**Run 1: signal wires on met2**

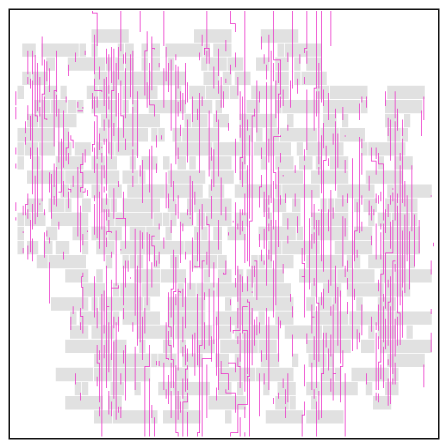
**Run 1: metal layers overlaid**

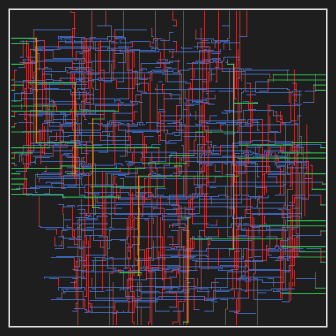
**Run 1: met3 routing**

Bar = 20 um.
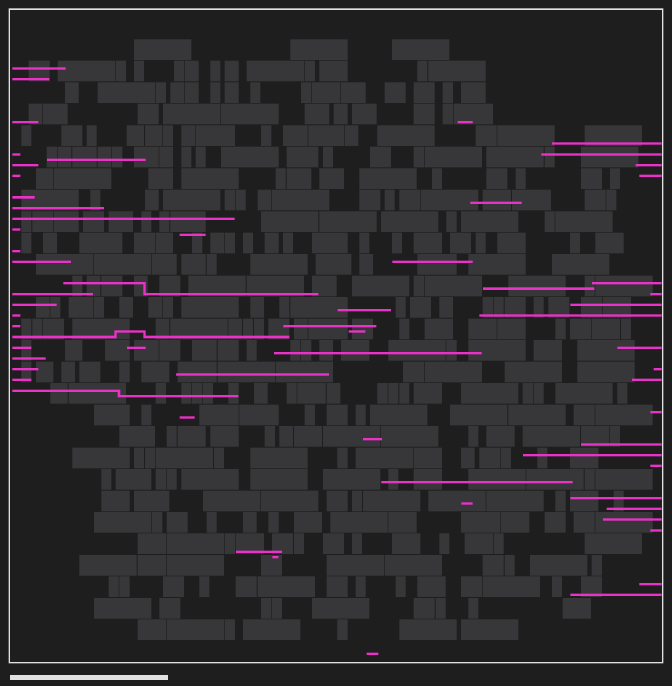
**Run 1: track usage over the die**

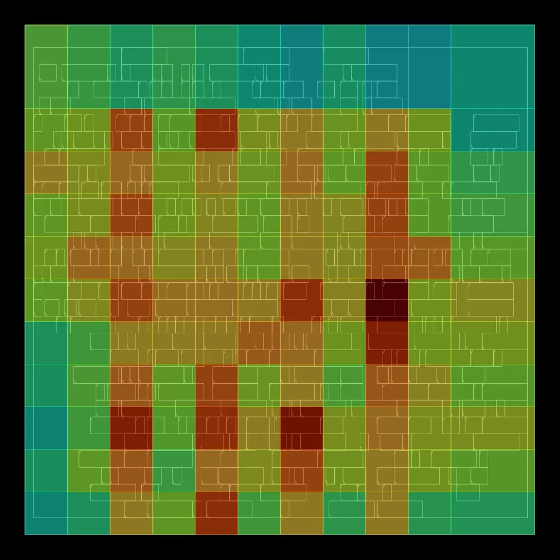
## config.mk

```make
export PLATFORM = sky130hd
export DESIGN_NAME = instruction_assembler
export DESIGN_NICKNAME = d
export VERILOG_FILES = /design/src/rtl/instr_asm_pkg.sv /design/src/rtl/byte_packer.sv /design/src/rtl/instruction_assembler.sv
export SDC_FILE = /design/constraint.sdc
export NUM_CORES = 1
export LEC_CHECK = 0
export CAP_MARGIN = 5
export CORE_MARGIN = 1
export CORE_UTILIZATION = 55
export CTS_CLUSTER_SIZE = 16
export DETAILED_ROUTE_END_ITERATION = 8
export DONT_BUFFER_PORTS = 1
export GPL_TIMING_DRIVEN = 0
export PLACE_DENSITY = 0.71
export SLEW_MARGIN = 10
export SYNTH_ARGS = -nofsm -noshare
export SYNTH_HDL_FRONTEND = slang
export SYNTH_SLANG_ARGS = --single-unit
```

## constraint.sdc

```tcl
create_clock -name clk -period 2.5 [get_ports clk]
set_clock_uncertainty 0.1 [all_clocks]
set_input_delay 0.75 -clock clk [delete_from_list [all_inputs] [get_ports clk]]
set_output_delay 0.75 -clock clk [all_outputs]
set_load 0.005 [all_outputs]
```

## src/rtl/instr_asm_pkg.sv

```systemverilog
// Shared types and lane-placement helper for the instruction assembler.
package instr_asm_pkg;

  typedef enum logic {
    IDLE  = 1'b0,
    FETCH = 1'b1
  } state_t;

  typedef enum logic {
    LITTLE = 1'b0,
    BIG    = 1'b1
  } order_t;

  // Bit position of the LSB of lane k inside a word of 'bytes' lanes.
  function automatic int lane_lsb(input int k, input int bytes, input int data_w,
                                  input order_t order);
    if (order == BIG) begin
      return (bytes - 1 - k) * data_w;
    end else begin
      return k * data_w;
    end
  endfunction

endpackage

```

## src/rtl/byte_packer.sv

```systemverilog
// Collects consecutive bytes into lanes of one word. The word output already
// includes a byte being captured this cycle, so the final byte can be
// forwarded without waiting for it to be registered.
module byte_packer
  import instr_asm_pkg::*;
#(
  parameter int     DATA_W = 8,
  parameter int     BYTES  = 4,
  parameter order_t ORDER  = BIG,
  localparam int    WORD_W = DATA_W * BYTES
) (
  input  logic              clk,
  input  logic              rst,
  input  logic              capture,
  input  logic [DATA_W-1:0] data,
  input  logic              clear,
  output logic [WORD_W-1:0] word,
  output logic              complete
);

  localparam int IDX_W = (BYTES > 1) ? $clog2(BYTES) : 1;

  logic [IDX_W-1:0] idx_reg;
  logic             complete_reg;
  logic             last_capture;

  assign last_capture = capture && (idx_reg == IDX_W'(BYTES - 1));
  assign complete     = complete_reg || last_capture;

  // Capture index and complete flag; clear restarts an empty word.
  always_ff @(posedge clk) begin
    if (rst || clear) begin
      idx_reg      <= '0;
      complete_reg <= 1'b0;
    end else if (capture) begin
      idx_reg <= last_capture ? '0 : idx_reg + 1'b1;
      if (last_capture) begin
        complete_reg <= 1'b1;
      end
    end
  end

  for (genvar gi = 0; gi < BYTES; gi++) begin : g_lane
    localparam int LSB = lane_lsb(gi, BYTES, DATA_W, ORDER);

    logic [DATA_W-1:0] lane_reg;
    logic              hit;

    assign hit = capture && (idx_reg == IDX_W'(gi));

    // Lane register: loads the byte whose index within the word is gi.
    always_ff @(posedge clk) begin
      if (rst || clear) begin
        lane_reg <= '0;
      end else if (hit) begin
        lane_reg <= data;
      end
    end

    assign word[LSB +: DATA_W] = hit ? data : lane_reg;
  end

endmodule

```

## src/rtl/instruction_assembler.sv

```systemverilog
// Fetches bytes from a 1-cycle-latency byte memory and packs BYTES of them
// into instruction words presented on a valid/ready output.
module instruction_assembler
  import instr_asm_pkg::*;
#(
  parameter int          DATA_W     = 8,
  parameter int          BYTES      = 4,
  parameter int          ADDR_W     = 8,
  parameter bit          BIG_ENDIAN = 1'b1,
  parameter int unsigned START_ADDR = 0,
  localparam int         WORD_W     = DATA_W * BYTES
) (
  input  logic              clk,
  input  logic              rst,
  input  logic              start,
  input  logic              load_en,
  input  logic [ADDR_W-1:0] load_addr,
  output logic              mem_rd,
  output logic [ADDR_W-1:0] mem_addr,
  input  logic [DATA_W-1:0] mem_data,
  output logic              instr_valid,
  input  logic              instr_ready,
  output logic [WORD_W-1:0] instr_out,
  output logic [ADDR_W-1:0] instr_addr,
  output logic              busy
);

  localparam order_t ORDER = BIG_ENDIAN ? BIG : LITTLE;

  state_t            state_reg;
  state_t            state_next;
  logic [ADDR_W-1:0] pc_reg;
  logic              inflight_reg;
  logic [ADDR_W-1:0] last_addr_reg;
  logic              instr_valid_reg;
  logic [WORD_W-1:0] instr_out_reg;
  logic [ADDR_W-1:0] instr_addr_reg;

  logic [WORD_W-1:0] packed_word;
  logic              word_complete;
  logic              transfer_ok;
  logic              stall;
  logic              transfer;

  // A finished word may only leave when the output slot is free or being
  // accepted; otherwise reads stop so nothing overwrites the finished word.
  assign transfer_ok = !instr_valid_reg || instr_ready;
  assign stall       = word_complete && !transfer_ok;
  assign transfer    = word_complete && transfer_ok && !load_en;

  byte_packer #(
    .DATA_W(DATA_W),
    .BYTES (BYTES),
    .ORDER (ORDER)
  ) u_packer (
    .clk     (clk),
    .rst     (rst),
    .capture (inflight_reg),
    .data    (mem_data),
    .clear   (load_en || transfer),
    .word    (packed_word),
    .complete(word_complete)
  );

  // State register.
  always_ff @(posedge clk) begin
    if (rst) begin
      state_reg <= IDLE;
    end else begin
      state_reg <= state_next;
    end
  end

  // Next state: start launches fetching; fetching runs until reset.
  always_comb begin
    state_next = state_reg;
    if (state_reg == IDLE && start) begin
      state_next = FETCH;
    end
  end

  // Outputs decoded from state and stall.
  always_comb begin
    busy   = (state_reg == FETCH);
    mem_rd = (state_reg == FETCH) && !stall;
  end

  // Program counter: jump on load, otherwise advance per issued read.
  always_ff @(posedge clk) begin
    if (rst) begin
      pc_reg <= ADDR_W'(START_ADDR);
    end else if (load_en) begin
      pc_reg <= load_addr;
    end else if (mem_rd) begin
      pc_reg <= pc_reg + 1'b1;
    end
  end

  // Read tracking: a jump discards whatever read is in flight.
  always_ff @(posedge clk) begin
    if (rst) begin
      inflight_reg  <= 1'b0;
      last_addr_reg <= '0;
    end else begin
      inflight_reg <= mem_rd && !load_en;
      if (mem_rd) begin
        last_addr_reg <= pc_reg;
      end
    end
  end

  // Output register; while transferring, last_addr_reg holds the address of
  // the word's final byte, so the start address is BYTES-1 below it.
  always_ff @(posedge clk) begin
    if (rst) begin
      instr_valid_reg <= 1'b0;
      instr_out_reg   <= '0;
      instr_addr_reg  <= '0;
    end else if (load_en) begin
      instr_valid_reg <= 1'b0;
    end else if (transfer) begin
      instr_valid_reg <= 1'b1;
      instr_out_reg   <= packed_word;
      instr_addr_reg  <= last_addr_reg - ADDR_W'(BYTES - 1);
    end else if (instr_ready) begin
      instr_valid_reg <= 1'b0;
    end
  end

  assign mem_addr    = pc_reg;
  assign instr_valid = instr_valid_reg;
  assign instr_out   = instr_out_reg;
  assign instr_addr  = instr_addr_reg;

endmodule
```

==> job_summary.md, run 1 <==
### Flow metrics

| Metric | Value |
|---|---|
| Crit path DAT | 1520 ps |
| RePlAce Congestion | 0.7929 |
| First-pass GRT wire length | 12350 um |
| Initial antenna violation count | 0 |
| Sw Ratio | 24.87% |
| Worst Hold Path Cells | 2 |
| MaxCap Viol Count | 0 |
| Critical Path End Type | output pin |
| Fraction of layout cells with a size suffix above 1 | 8.740% |
| CP max FO | 10 |
| PD cells | 667.3 nW/um^2 |
| Setup violators final | 0 |
| Initial DRC count | 119 |
| Flops out of synthesis | 94 |
| Peak supply drop | 0.3471 mV |
| Mapped cell area | 3567 um^2 |
| Max stage delay on crit path | 360 ps |
| Synth Flop Type | dfxtp_1 |
| Placed cell count | 448 |
| Die X | 82.54 um |
| Crit-path leading delay family | AND-OR/OR-AND gates |
| ANT cells | 0 |
| R2r startpoint | u_packer.idx_reg[0]$_SDFFE_PP0P_ |
| Final hold slack | 384.7 ps |
| Slew headroom | 64.26% |
| Dpl hpwl | 5494 um |
| Placed inst area | 3661 um^2 |
| Tot Pwr | 0.002562 W |
| Sequential Power Share | 60.2% |
| Yosys top cell area share | 52.75% |
| Worst slack, placed | 111.6 ps |
| Adders+Majority by Area | 2.105% |
| Hold path start | last_addr_reg[7]$_SDFFE_PP0P_ |
| Largest Pwr Group | sequential cells |
| Clock share of power | 35.2% |
| Drt first pass iters | 4 |
| CP Cell Sequence | ha_1 > a21oi_2 > o21ai_2 > inv_4 |
| XOR/XNOR Area Share | 3.192% |
| Period utilisation layout | 94.87% |
| Setup bufs post-CTS | 0 |
| FMAX | 421.6 MHz |
| Wirelength per Cell | 16.78 um |
| Post-synth seq share | 52.75% |
| Setup crit end | mem_rd |
| Logic power comb | 0.000119 W |
| Final TNS setup | 0 ps |
| Yosys cell types | 31 |
| Crit Path Category | reg -> out |
| Vias in the first global route | 2521 |
| Final Worst Setup Slack | 128.1 ps |
| Worst slew pin tran | 532.5 ps |
| Clock transition at path regs | 90 ps |
| Mux frac, synth | 10.10% |
| Combinational cell fraction of total power | 4.6% |
| CP bufs+invs | 1 |
| CP Launch Type | flop |
| And+or+nand+nor area frac | 12.87% |
| Number of buffers added on ports | 0 |
| Post-Synth AOI/OAI Area | 15.05% |
| Io pins | 72 |
| Synth area leader | dfxtp_1 |
| Final Hold Fails | 0 |
| Pin count of the biggest net entering global routing | 17 |
| Synth warnings | 0 |
| Seq power | 0.00154 W |
| Hold EP | last_addr_reg[7]$_SDFFE_PP0P_ |
| WP data required | 1650 ps |
| Root Buffer Master | clkbuf_8 |
| Fill cells | 529 |
| Total nets after synthesis | 400 |
| Design Area, Final | 3840 um^2 |
| DRC | 0 |
| CTS tree | built |
| Num Clock Sinks | 94 |
| Worst Hold Class | reg -> reg |
| Post-route ant nets | 0 |
| Sw Pwr | 0.0006372 W |
| CP max-delay cell | dfxtp_1 |
| Core area | 6096 um^2 |
| Final Max Slew Viols | 0 |
| GRT overflow | 0 |
| Fp util | 58.52% |
| Top non-seq family | AND-OR/OR-AND gates |
| NumNets Final | 411 |
| # Cells Yosys | 373 |
| WP depth | 4 |
| Count leader, synth | dfxtp_1 |
| Area delta synth->final | 7.646% |
| CTS Buf Count | 9 |
| # rows | 28 |
| Number of enable flip-flop cells | 0 |
| Chip area in the Yosys report | 3567 um^2 |
| Synth Instances | 373 |
| Fraction of registers with async set/reset | 0% |
| Crit Reg-Reg Endpoint | u_packer.idx_reg[0]$_SDFFE_PP0P_ |
| Avg Cell Area, Syn | 9.563 um^2 |
| CTS H-tree lvls | 3 |
| Chip area | 6812 um^2 |
| Reg2Reg Setup Slack | 440 ps |
| Power of the clock network | 0.000902 W |
| Commonest cells post-synth | dfxtp_1, nor2_1, a211oi_1 |
| Layout Cells excl Fill | 464 |
| Tool Warnings | 29 |
| Via density per instance | 5.797 |
| R2R cell count | 5 |
| RSZ-0062 raised after global routing | false |
| Clk buf depth | 2 |
| Internal Pwr Total | 0.001925 W |
| Final period demand of the worst path | 2372 ps |
| Latency at later pin | 350 ps |
| Die height | 82.54 um |
| Lkg Pwr | 1.578 nW |
| Outcome | finished clean |
| Top area cell types | dfxtp_1, mux2i_1, nor2_1, a211oi_1, a21oi_1 |
| CP Launch Point | u_packer.idx_reg[0]$_SDFFE_PP0P_ |
-- 'signal wires on met2' (at the start) --
wire length on this layer: 3570 um
main direction: vertical

-- 'metal layers overlaid' (at the start) --
legend:
  metal 2:
    colour: red
    wire_length: 3570 um
  metal 3:
    colour: green
    wire_length: 500 um
  metal 1:
    colour: blue
    wire_length: 3540 um
  metal 4:
    colour: orange
    wire_length: 175 um

-- 'met3 routing' (at the start) --
wire length on this layer: 500 um
nets with wire on the layer: 48
share of all routed wire: 6.4%
main direction: horizontal
WL final: 7784 um
met3 Use GR: 7.363%
via count: 2690

-- 'track usage over the die' (at the start) --
met2 Use GR: 38.84%
GRT Total Usage: 24.80%
layer carrying the most global-route usage: met2
Finished Core Util: 62.99%

-- run 1: logic make-up after synthesis --
| group | count (synthesis) |
|---|---|
| compound gates | 76 |
| simple gates | 114 |
| mux | 36 |
| xor+xnor | 13 |
| flops | 94 |
| buf+inv | 34 |
| fa+ha+maj | 6 |
-- run 1: repair_timing --
item	4_1_cts	5_1_grt
setup endpoints to repair	1	1
hold endpoints to repair	0	0
hold buffers	0	0
cloned	0	0
resized	2	1
-- run 1: cells in the final DEF, fill, tap and decap left out, types with 2 or more instances in the layout --
| master | Yosys | layout |
|---|---|---|
| inv_6 | 0 | 2 |
| clkbuf_1 | 12 | 12 |
| nor3_1 | 2 | 2 |
| xnor2_1 | 7 | 7 |
| nor2_1 | 79 | 79 |
| ha_1 | 6 | 6 |
| dfxtp_1 | 94 | 94 |
| clkbuf_8 | 0 | 9 |
| o21a_1 | 7 | 7 |
| clkinv_2 | 0 | 3 |
| buf_2 | 9 | 9 |
| a211oi_2 | 2 | 2 |
| a21oi_1 | 20 | 20 |
| inv_1 | 10 | 10 |
| mux2i_1 | 36 | 36 |
| nand4_1 | 3 | 3 |
| nand2_1 | 25 | 25 |
| xor2_1 | 6 | 6 |
| a211oi_1 | 39 | 39 |
-- run 1: routing by layer --
metal  GRT usage (%)  up-vias  wire length, um
met5               0        -                0
met4           11.55        0              175
met3           7.363       15              499
met2           38.84       79             3571
met1           31.34     1291             3537
li1                -     1305                -
-- run 1: layout make-up --
cell class                      instances  area, um^2  share of cell area [%]
Buffer                                 23       98.84                   2.574
Clock inverter                          7       48.80                   1.271
Tap cell                               75       93.84                   2.444
Multi-Input combinational cell        245        1549                   40.34
Inverter                               11       43.79                   1.140
Clock buffer                            9       123.9                   3.226
Sequential cell                        94        1882                   49.01
**Run 1: clock distribution**

Bar = 20 um.
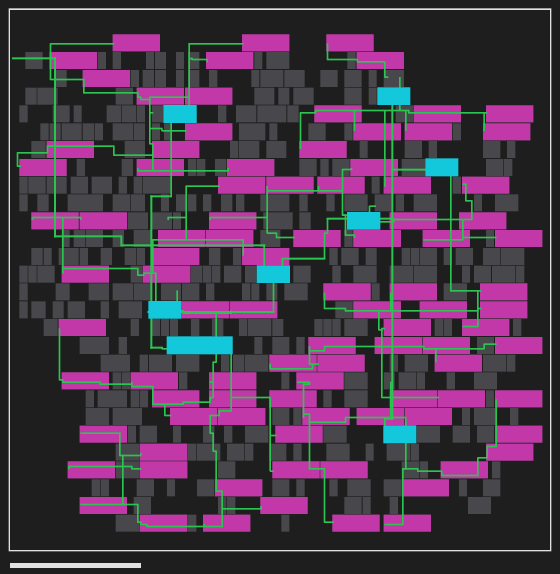

==> run 1 -> run 2 <==
--- a/config.mk
+++ b/config.mk
@@ -13,6 +13,7 @@
 export DONT_BUFFER_PORTS = 1
 export GPL_TIMING_DRIVEN = 0
 export PLACE_DENSITY = 0.71
+export SETUP_SLACK_MARGIN = 0.5
 export SLEW_MARGIN = 10
 export SYNTH_ARGS = -nofsm -noshare
 export SYNTH_HDL_FRONTEND = slang
**Run 2: clock distribution**

Bar = 20 um.
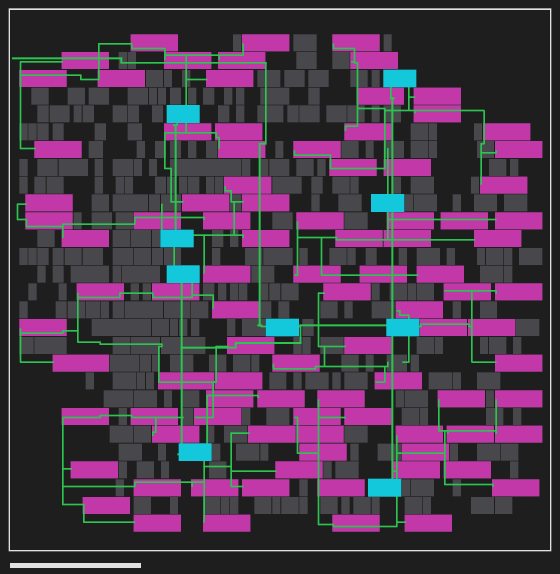
legend:
  clock drivers:
    colour: cyan
    count: 9
  flip-flops:
    colour: magenta
    count: 94
  clock wires:
    colour: green
    length: 1010 um
flops lie: widely spread

**Run 2: metal layers overlaid**

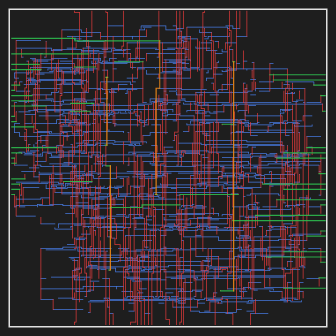
legend:
  metal 3:
    colour: green
    wire_length: 395 um
  metal 4:
    colour: orange
    wire_length: 146 um
  metal 1:
    colour: blue
    wire_length: 3600 um
  metal 2:
    colour: red
    wire_length: 3590 um
WL final: 7730 um
Wirelength per Cell: 16.45 um
GRT Total Usage: 23.82%

==> run 2 against run 1 <==
  * Combinational power rose by 4%
  * Largest cell class unchanged
  * First-iteration DRC count is 3.4% lower
  * Flip-flop count is the same
==> job_summary.md, run 2 <==
### Flow metrics

| Metric | Value |
|---|---|
| Mapped cell area | 3567 um^2 (unchanged) |
| Avg Cell Area, Syn | 9.563 um^2 (unchanged) |
| Final TNS setup | 0 ps (unchanged) |
| CP Launch Type | flop (unchanged) |
| # Cells Yosys | 373 (unchanged) |
| Largest Pwr Group | sequential cells (unchanged) |
| Hold EP | last_addr_reg[7]$_SDFFE_PP0P_ (unchanged) |
| Top area cell types | dfxtp_1, mux2i_1, nor2_1, a211oi_1, a21oi_1 (unchanged) |
| FMAX | 481.8 MHz (was 421.6 MHz) |
| Crit path DAT | 1230 ps (was 1520 ps) |
| Drt first pass iters | 4 (unchanged) |
| Root Buffer Master | clkbuf_8 (unchanged) |
| Final Worst Setup Slack | 424.6 ps (was 128.1 ps) |
| # rows | 28 (unchanged) |
| ANT cells | 0 (unchanged) |
| Yosys top cell area share | 52.75% (unchanged) |
| Max layer used | met4 (unchanged) |
| Count leader, synth | dfxtp_1 (unchanged) |
| DRC | 0 (unchanged) |
| Metal-1 WL | 3597 um (was 3537 um) |
| Num Clock Sinks | 94 (unchanged) |
| Pin count of the biggest net entering global routing | 18 (was 17) |
| Commonest cells after routing, fill and taps aside | dfxtp_1, nor2_1, a211oi_1 (unchanged) |
| Slew headroom | 62.52% (was 64.26%) |
| Power of the clock network | 0.00102 W (was 0.000902 W) |
| Vias in the first global route | 2377 (was 2521) |
| R2R cell count | 7 (was 5) |
| Worst Hold Path Cells | 2 (unchanged) |
| RePlAce Congestion | 0.7807 (was 0.7929) |
| Fill cells | 544 (was 529) |
| Outcome | finished clean (unchanged) |
| Combinational cell fraction of total power | 4.6% (about the same) |
| # resized after CTS | 8 (was 2) |
| Met1 Resource Use GR | 30.55% (was 31.34%) |
| Crit Path Category | reg -> out (unchanged) |
| PD cells | 676.5 nW/um^2 (was 667.3 nW/um^2) |
| Critical Path End Type | output pin (unchanged) |
| Worst slew pin tran | 548.1 ps (was 532.5 ps) |
| Final Hold Fails | 0 (unchanged) |
| Setup bufs post-CTS | 5 (was 0) |
| Crit Reg-Reg Endpoint | instr_out[22]$_SDFFE_PP0P_ (was u_packer.idx_reg[0]$_SDFFE_PP0P_) |
| Chip area in the Yosys report | 3567 um^2 (unchanged) |
| CTS tree | built (unchanged) |
| Worst slack, placed | 142.4 ps (was 111.6 ps) |
| Die height | 82.54 um (unchanged) |
| Area delta synth->final | 11.33% (was 7.646%) |
| Initial DRC count | 115 (was 119) |
| Io pins | 72 (unchanged) |
| CP max FO | 5 (was 10) |
| Lkg Pwr | 1.635 nW (was 1.578 nW) |
| Number of enable flip-flop cells | 0 (unchanged) |
| CTS H-tree lvls | 3 (unchanged) |
| Die X | 82.54 um (unchanged) |
| First-pass GRT wire length | 11720 um (was 12350 um) |
| Cts hold-fix bufs | 0 (unchanged) |
| WP data required | 1650 ps (about the same) |
| Synth area leader | dfxtp_1 (unchanged) |
| Chip area | 6812 um^2 (unchanged) |
| Clock transition at path regs | 90 ps (about the same) |
| Flops out of synthesis | 94 (unchanged) |
| Latency at later pin | 360 ps (was 350 ps) |
| Worst Hold Class | reg -> reg (unchanged) |
| GRT overflow | 0 (unchanged) |
| NumNets Final | 417 (was 411) |
| Seq power | 0.00154 W (about the same) |
| Post-synth seq share | 52.75% (unchanged) |
| Logic power comb | 0.000124 W (was 0.000119 W) |
| Sequential Power Share | 57.3% (was 60.2%) |
| Via density per instance | 5.651 (was 5.797) |
| Fraction of registers with async set/reset | 0% (unchanged) |
| Internal Pwr Total | 0.002037 W (was 0.001925 W) |
| Sw Pwr | 0.0006496 W (was 0.0006372 W) |
| Met3 Use GR | 5.055% (was 7.363%) |
| Dpl hpwl | 5400 um (was 5494 um) |
| Final period demand of the worst path | 2075 ps (was 2372 ps) |
| Tool Warnings | 32 (was 29) |
| Commonest Layout Cell | dfxtp_1 (unchanged) |
| Layer carrying the most global-route usage | met2 (unchanged) |
| Clock share of power | 38.1% (was 35.2%) |
| Synth warnings | 0 (unchanged) |
| Reg2Reg Setup Slack | 650 ps (was 440 ps) |
| Period utilisation layout | 83.02% (was 94.87%) |
| RSZ-0062 raised after global routing | true (was false) |
| Final Max Slew Viols | 0 (unchanged) |
| Clk buf depth | 2 (unchanged) |
| Setup violators final | 0 (unchanged) |
| MaxCap Viol Count | 0 (unchanged) |
| Commonest cells post-synth | dfxtp_1, nor2_1, a211oi_1 (unchanged) |
| Sw Ratio | 24.18% (was 24.87%) |
| Initial antenna violation count | 0 (unchanged) |
| CP Launch Point | u_packer.idx_reg[0]$_SDFFE_PP0P_ (unchanged) |
| Total nets after synthesis | 400 (unchanged) |
| Synth Flop Type | dfxtp_1 (unchanged) |
| Yosys cell types | 31 (unchanged) |
| Peak supply drop | 0.3925 mV (was 0.3471 mV) |
| Number of buffers added on ports | 0 (unchanged) |
| DR WL met2 | 3592 um (was 3571 um) |
| CTS Buf Count | 9 (unchanged) |
| Synth Instances | 373 (unchanged) |
| Hold path start | last_addr_reg[7]$_SDFFE_PP0P_ (unchanged) |
| Fp util | 58.52% (unchanged) |
| Core area | 6096 um^2 (unchanged) |
| Metal3 WL | 394 um (was 499 um) |
| R2r startpoint | u_packer.idx_reg[1]$_SDFFE_PP0P_ (was u_packer.idx_reg[0]$_SDFFE_PP0P_) |
| Fraction of layout cells with a size suffix above 1 | 11.90% (was 8.740%) |
| Post-route ant nets | 0 (unchanged) |
**Run 2: signal wires on met2**

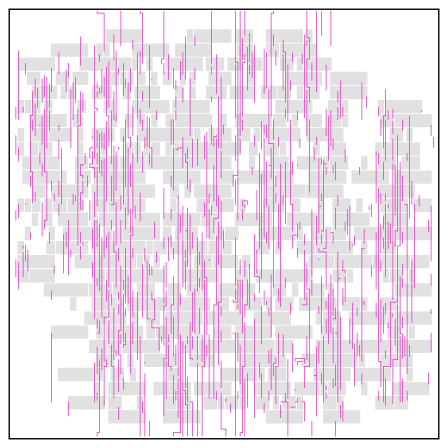
via count: 2656
met2 Use GR: 38.10%

run 2: cell counts after synthesis:
Identical to the previous run, type by type.
run 2: worst max-delay path, stage by stage (launching register included):
cell      delay (ps)
dfxtp_4          360
ha_4             160
a21oi_4          160
o21ai_4           90
clkinv_4          90
run 2: through the flow:
stage	instances	total power [W]	hold WS, ps	util, %	instance area [um^2]
3_3_place_gp	448	0.001693	363.1	60.45	3685
3_5_place_dp	448	0.001695	365.7	60.45	3685
6_report	470	0.002687	372.4	65.15	3971
2_1_floorplan	373	0.001665	348.8	-	3591
5_1_grt	470	0.002779	396.2	65.15	3971
4_1_cts	470	0.002708	377.6	64.94	3959
run 2: cell type report:
type / instances / area (um^2) / area share [%]
plain buffers: 23 / 107.6 / 2.710
clock buffers: 9 / 123.9 / 3.119
clock inverters: 7 / 77.57 / 1.953
inverters: 11 / 46.29 / 1.166
multi-input cells: 245 / 1590 / 40.04
flip-flops and latches: 94 / 1889 / 47.57
well taps: 75 / 93.84 / 2.363
repair buffers: 5 / 37.54 / 0.9452
repair inverters: 1 / 5.005 / 0.1260
run 2: worst max-delay path by stage:
stage                                                 to  slack [ps]  cells past startpoint
2_1_floorplan                                     mem_rd         470                      3
3_3_place_gp   u_packer.g_lane[2].lane_reg[3]$_SDFF_PP0_         160                      5
3_5_place_dp            u_packer.idx_reg[0]$_SDFFE_PP0P_         140                      5
4_1_cts                                           mem_rd         420                      4
5_1_grt                                           mem_rd         380                      4
6_report                                          mem_rd         420                      4
run 2: cells by family after synthesis:
kind of cell / Yosys count / share of synthesized area [%]
multiplexers: 36 / 10.10
XOR/XNOR: 13 / 3.192
AND/OR/NAND/NOR: 114 / 12.87
flip-flops: 94 / 52.75
AND-OR/OR-AND: 76 / 15.05
buffers and inverters: 34 / 3.928
adder cells (fa/ha/maj): 6 / 2.104
**Run 2: met3 routing**

Bar = 20 um.
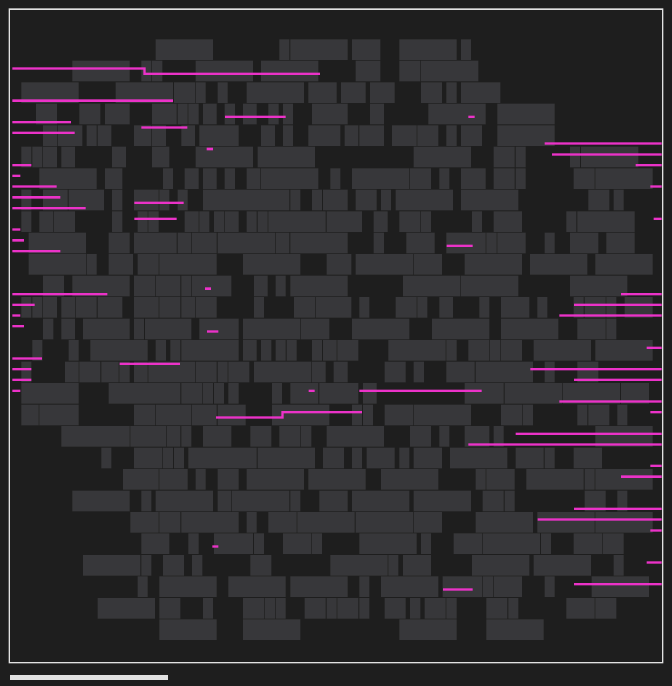

==> run 2 -> run 3 <==
==> constraint.sdc (replaced) <==
create_clock -name clk -period 1.95 [get_ports clk]
set_clock_uncertainty 0.1 [all_clocks]
set_input_delay 0.585 -clock clk [delete_from_list [all_inputs] [get_ports clk]]
set_output_delay 0.585 -clock clk [all_outputs]
set_load 0.005 [all_outputs]
**Run 3: met3 routing**

Bar = 20 um.
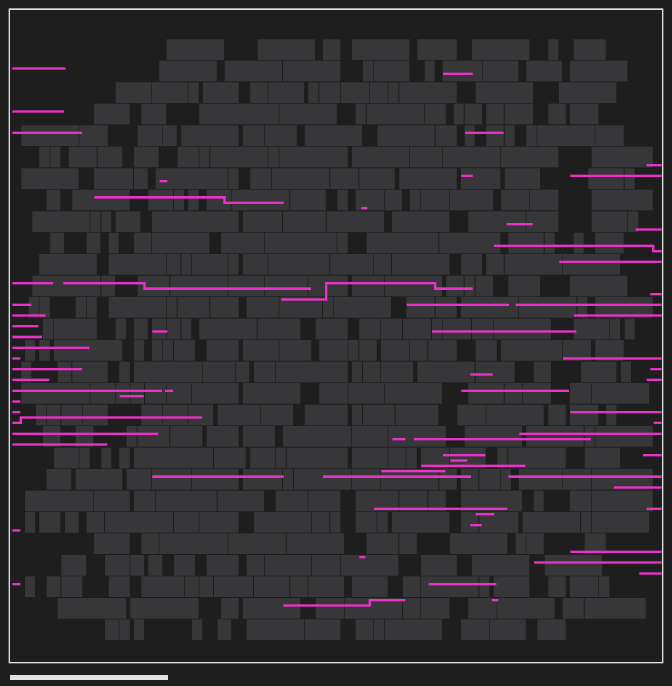
via count: 2914
WL final: 9978 um

**Run 3: metal layers overlaid**

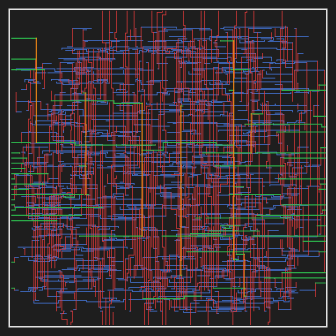
legend:
  metal 4:
    colour: orange
    wire_length: 211 um
  metal 3:
    colour: green
    wire_length: 598 um
  metal 2:
    colour: red
    wire_length: 5250 um
  metal 1:
    colour: blue
    wire_length: 3930 um
Wirelength per Cell: 20.16 um
GRT Total Usage: 27.97%

==> run 3 against run 2 <==
  * Worst hold slack got worse by 150 ps
  * Critical path depth unchanged
  * Power rose by 31%
  * Flip-flop count did not move
  * Core utilization up 14 points
  * Register-to-register slack got worse by 630 ps
  * Via count is 9.7% higher
  * Area after synthesis is the same
  * Critical path type unchanged
  * Largest cell class unchanged
  * Largest power group unchanged
  * Highest routed layer unchanged
==> job_summary.md, run 3 <==
### Flow metrics

| Metric | Value |
|---|---|
| Crit path DAT | 1250 ps (was 1230 ps) |
| First-pass GRT wire length | 13830 um (was 11720 um) |
| Final Hold Fails | 0 (unchanged) |
| Internal Pwr Total | 0.002640 W (was 0.002037 W) |
| Power of the clock network | 0.00131 W (was 0.00102 W) |
| Commonest cells after routing, fill and taps aside | dfxtp_1, nor2_1, mux2i_1 (was dfxtp_1, nor2_1, a211oi_1) |
| Clk buf depth | 2 (unchanged) |
| Cts hold-fix bufs | 0 (unchanged) |
| Mapped cell area | 3567 um^2 (unchanged) |
| Fraction of registers with async set/reset | 0% (unchanged) |
| Final hold slack | 226.5 ps (was 372.4 ps) |
| # rows | 28 (unchanged) |
| Synth area leader | dfxtp_1 (unchanged) |
| Clock share of power | 37.2% (was 38.1%) |
| Synth Flop Type | dfxtp_1 (unchanged) |
| DRC | 0 (unchanged) |
| Final period demand of the worst path | 1939 ps |
| Die X | 82.54 um (unchanged) |
| Outcome | finished clean (unchanged) |
| CTS H-tree lvls | 3 (unchanged) |
| CTS Buf Count | 9 (unchanged) |
| Largest Pwr Group | sequential cells (unchanged) |
| Post-synth seq share | 52.75% (unchanged) |
| # resized after CTS | 65 (was 8) |
| Pin count of the biggest net entering global routing | 17 (was 18) |
| Slew headroom | 48.19% (was 62.52%) |
| GRT overflow | 0 (unchanged) |
| Count leader, synth | dfxtp_1 (unchanged) |
| CP max FO | 5 (unchanged) |
| ANT cells | 0 (unchanged) |
| FMAX | 515.7 MHz |
| Fill cells | 362 (was 544) |
| Initial DRC count | 148 (was 115) |
| Period utilisation layout | 99.45% |
| Worst slack, placed | 95.72 ps (was 142.4 ps) |
| Sequential Power Share | 56.1% (was 57.3%) |
| Post-route ant nets | 0 (unchanged) |
| Combinational cell fraction of total power | 6.7% (was 4.6%) |
| RSZ-0062 raised after global routing | true (unchanged) |
| WP data required | 1260 ps (was 1650 ps) |
| Tool Warnings | 32 (unchanged) |
| Via density per instance | 5.887 (was 5.651) |
| Clock transition at path regs | 90 ps (about the same) |
| Worst Hold Class | in -> reg (was reg -> reg) |
| Final Worst Setup Slack | 10.79 ps (was 424.6 ps) |
| Crit-path leading delay family | flip-flops (unchanged) |
| Io pins | 72 (unchanged) |
| Avg Cell Area, Syn | 9.563 um^2 (unchanged) |
| Final Max Slew Viols | 0 (unchanged) |
| Core area | 6096 um^2 (unchanged) |
| Sw Ratio | 24.99% (was 24.18%) |
| Peak supply drop | 0.6949 mV (was 0.3925 mV) |
| Yosys cell types | 31 (unchanged) |
| Critical Path End Type | output pin (unchanged) |
| Max stage delay on crit path | 380 ps (was 360 ps) |
| Final TNS setup | 0 ps (unchanged) |
| Commonest Layout Cell | dfxtp_1 (unchanged) |
| Total nets after synthesis | 400 (unchanged) |
| Top area cell types | dfxtp_1, mux2i_1, nor2_1, a211oi_1, a21oi_1 (unchanged) |
| Latency at later pin | 370 ps (was 360 ps) |
| Number of enable flip-flop cells | 0 (unchanged) |
| Setup bufs post-CTS | 17 (was 5) |
| Design Area, Final | 4851 um^2 (was 3971 um^2) |
| CP Cell Sequence | ha_4 > a21oi_4 > o21ai_4 > clkinv_4 (unchanged) |
| Worst slew pin tran | 777.1 ps (was 548.1 ps) |
| Yosys top cell area share | 52.75% (unchanged) |
**Run 3: track usage over the die**

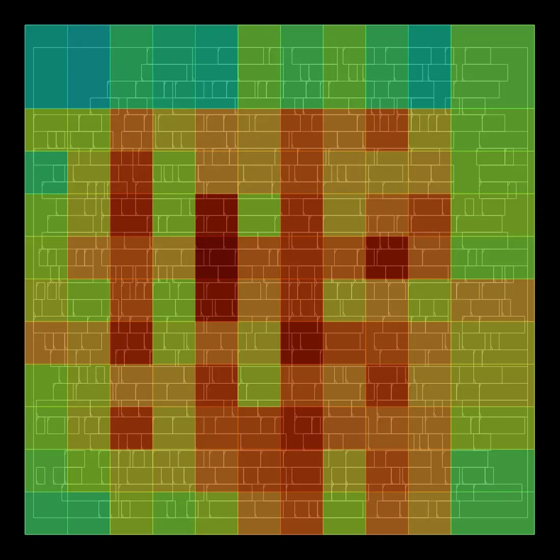
met2 Use GR: 48.93%
met1 Resource Use GR: 32.81%
Finished Core Util: 79.58%

[run 3: cell counts after synthesis]
No cell type changed its count.
[run 3: layout make-up]
cell class | count | area, um^2 | share of cell area (%)
plain buffers | 23 | 269.0 | 5.546
clock buffers | 10 | 127.6 | 2.631
clock inverters | 6 | 70.07 | 1.444
inverters | 11 | 46.29 | 0.9543
multi-input cells | 245 | 1923 | 39.64
flip-flops and latches | 94 | 1937 | 39.93
well taps | 75 | 93.84 | 1.934
repair buffers | 30 | 379.1 | 7.815
repair inverters | 1 | 5.005 | 0.1032
[run 3: stage by stage]
step / utilization [%] / instances
after CTS: 72.99 / 486
after global placement: 62.40 / 448
final: 79.58 / 495
after detailed placement: 62.40 / 448
after global routing: 79.58 / 495
after floorplan: - / 373
[run 3: layer usage]
| layer | global-route usage, % | part of all wire [%] |
|---|---|---|
| met1 | 32.81 | 39 |
| met2 | 48.93 | 53 |
| met3 | 6.703 | 6.0 |
| met4 | 11.21 | 2.1 |
| met5 | 0 | 0 |
[run 3: worst paths after layout]
kind / startpoint / endpoint / slack (ps) / depth (start not counted)
max: u_packer.idx_reg[0]$_SDFFE_PP0P_ / mem_rd / 10 / 4
min: start / busy$_SDFFE_PP0P_ / 230 / 2
max reg2reg: u_packer.idx_reg[0]$_SDFFE_PP0P_ / instr_out[29]$_SDFFE_PP0P_ / 20 / 10
min reg2reg: last_addr_reg[6]$_SDFFE_PP0P_ / last_addr_reg[6]$_SDFFE_PP0P_ / 400 / 2
[run 3: cells by family (layout without fill, tap and decap cells)]
family	Yosys count	count (layout)	share of synthesized area, %
simple gates	114	114	12.87
flops	94	94	52.75
compound gates	76	76	15.05
mux	36	36	10.10
buf+inv	34	81	3.928
xor+xnor	13	13	3.192
fa+ha+maj	6	6	2.104
Power and IR drop assume default switching activity.
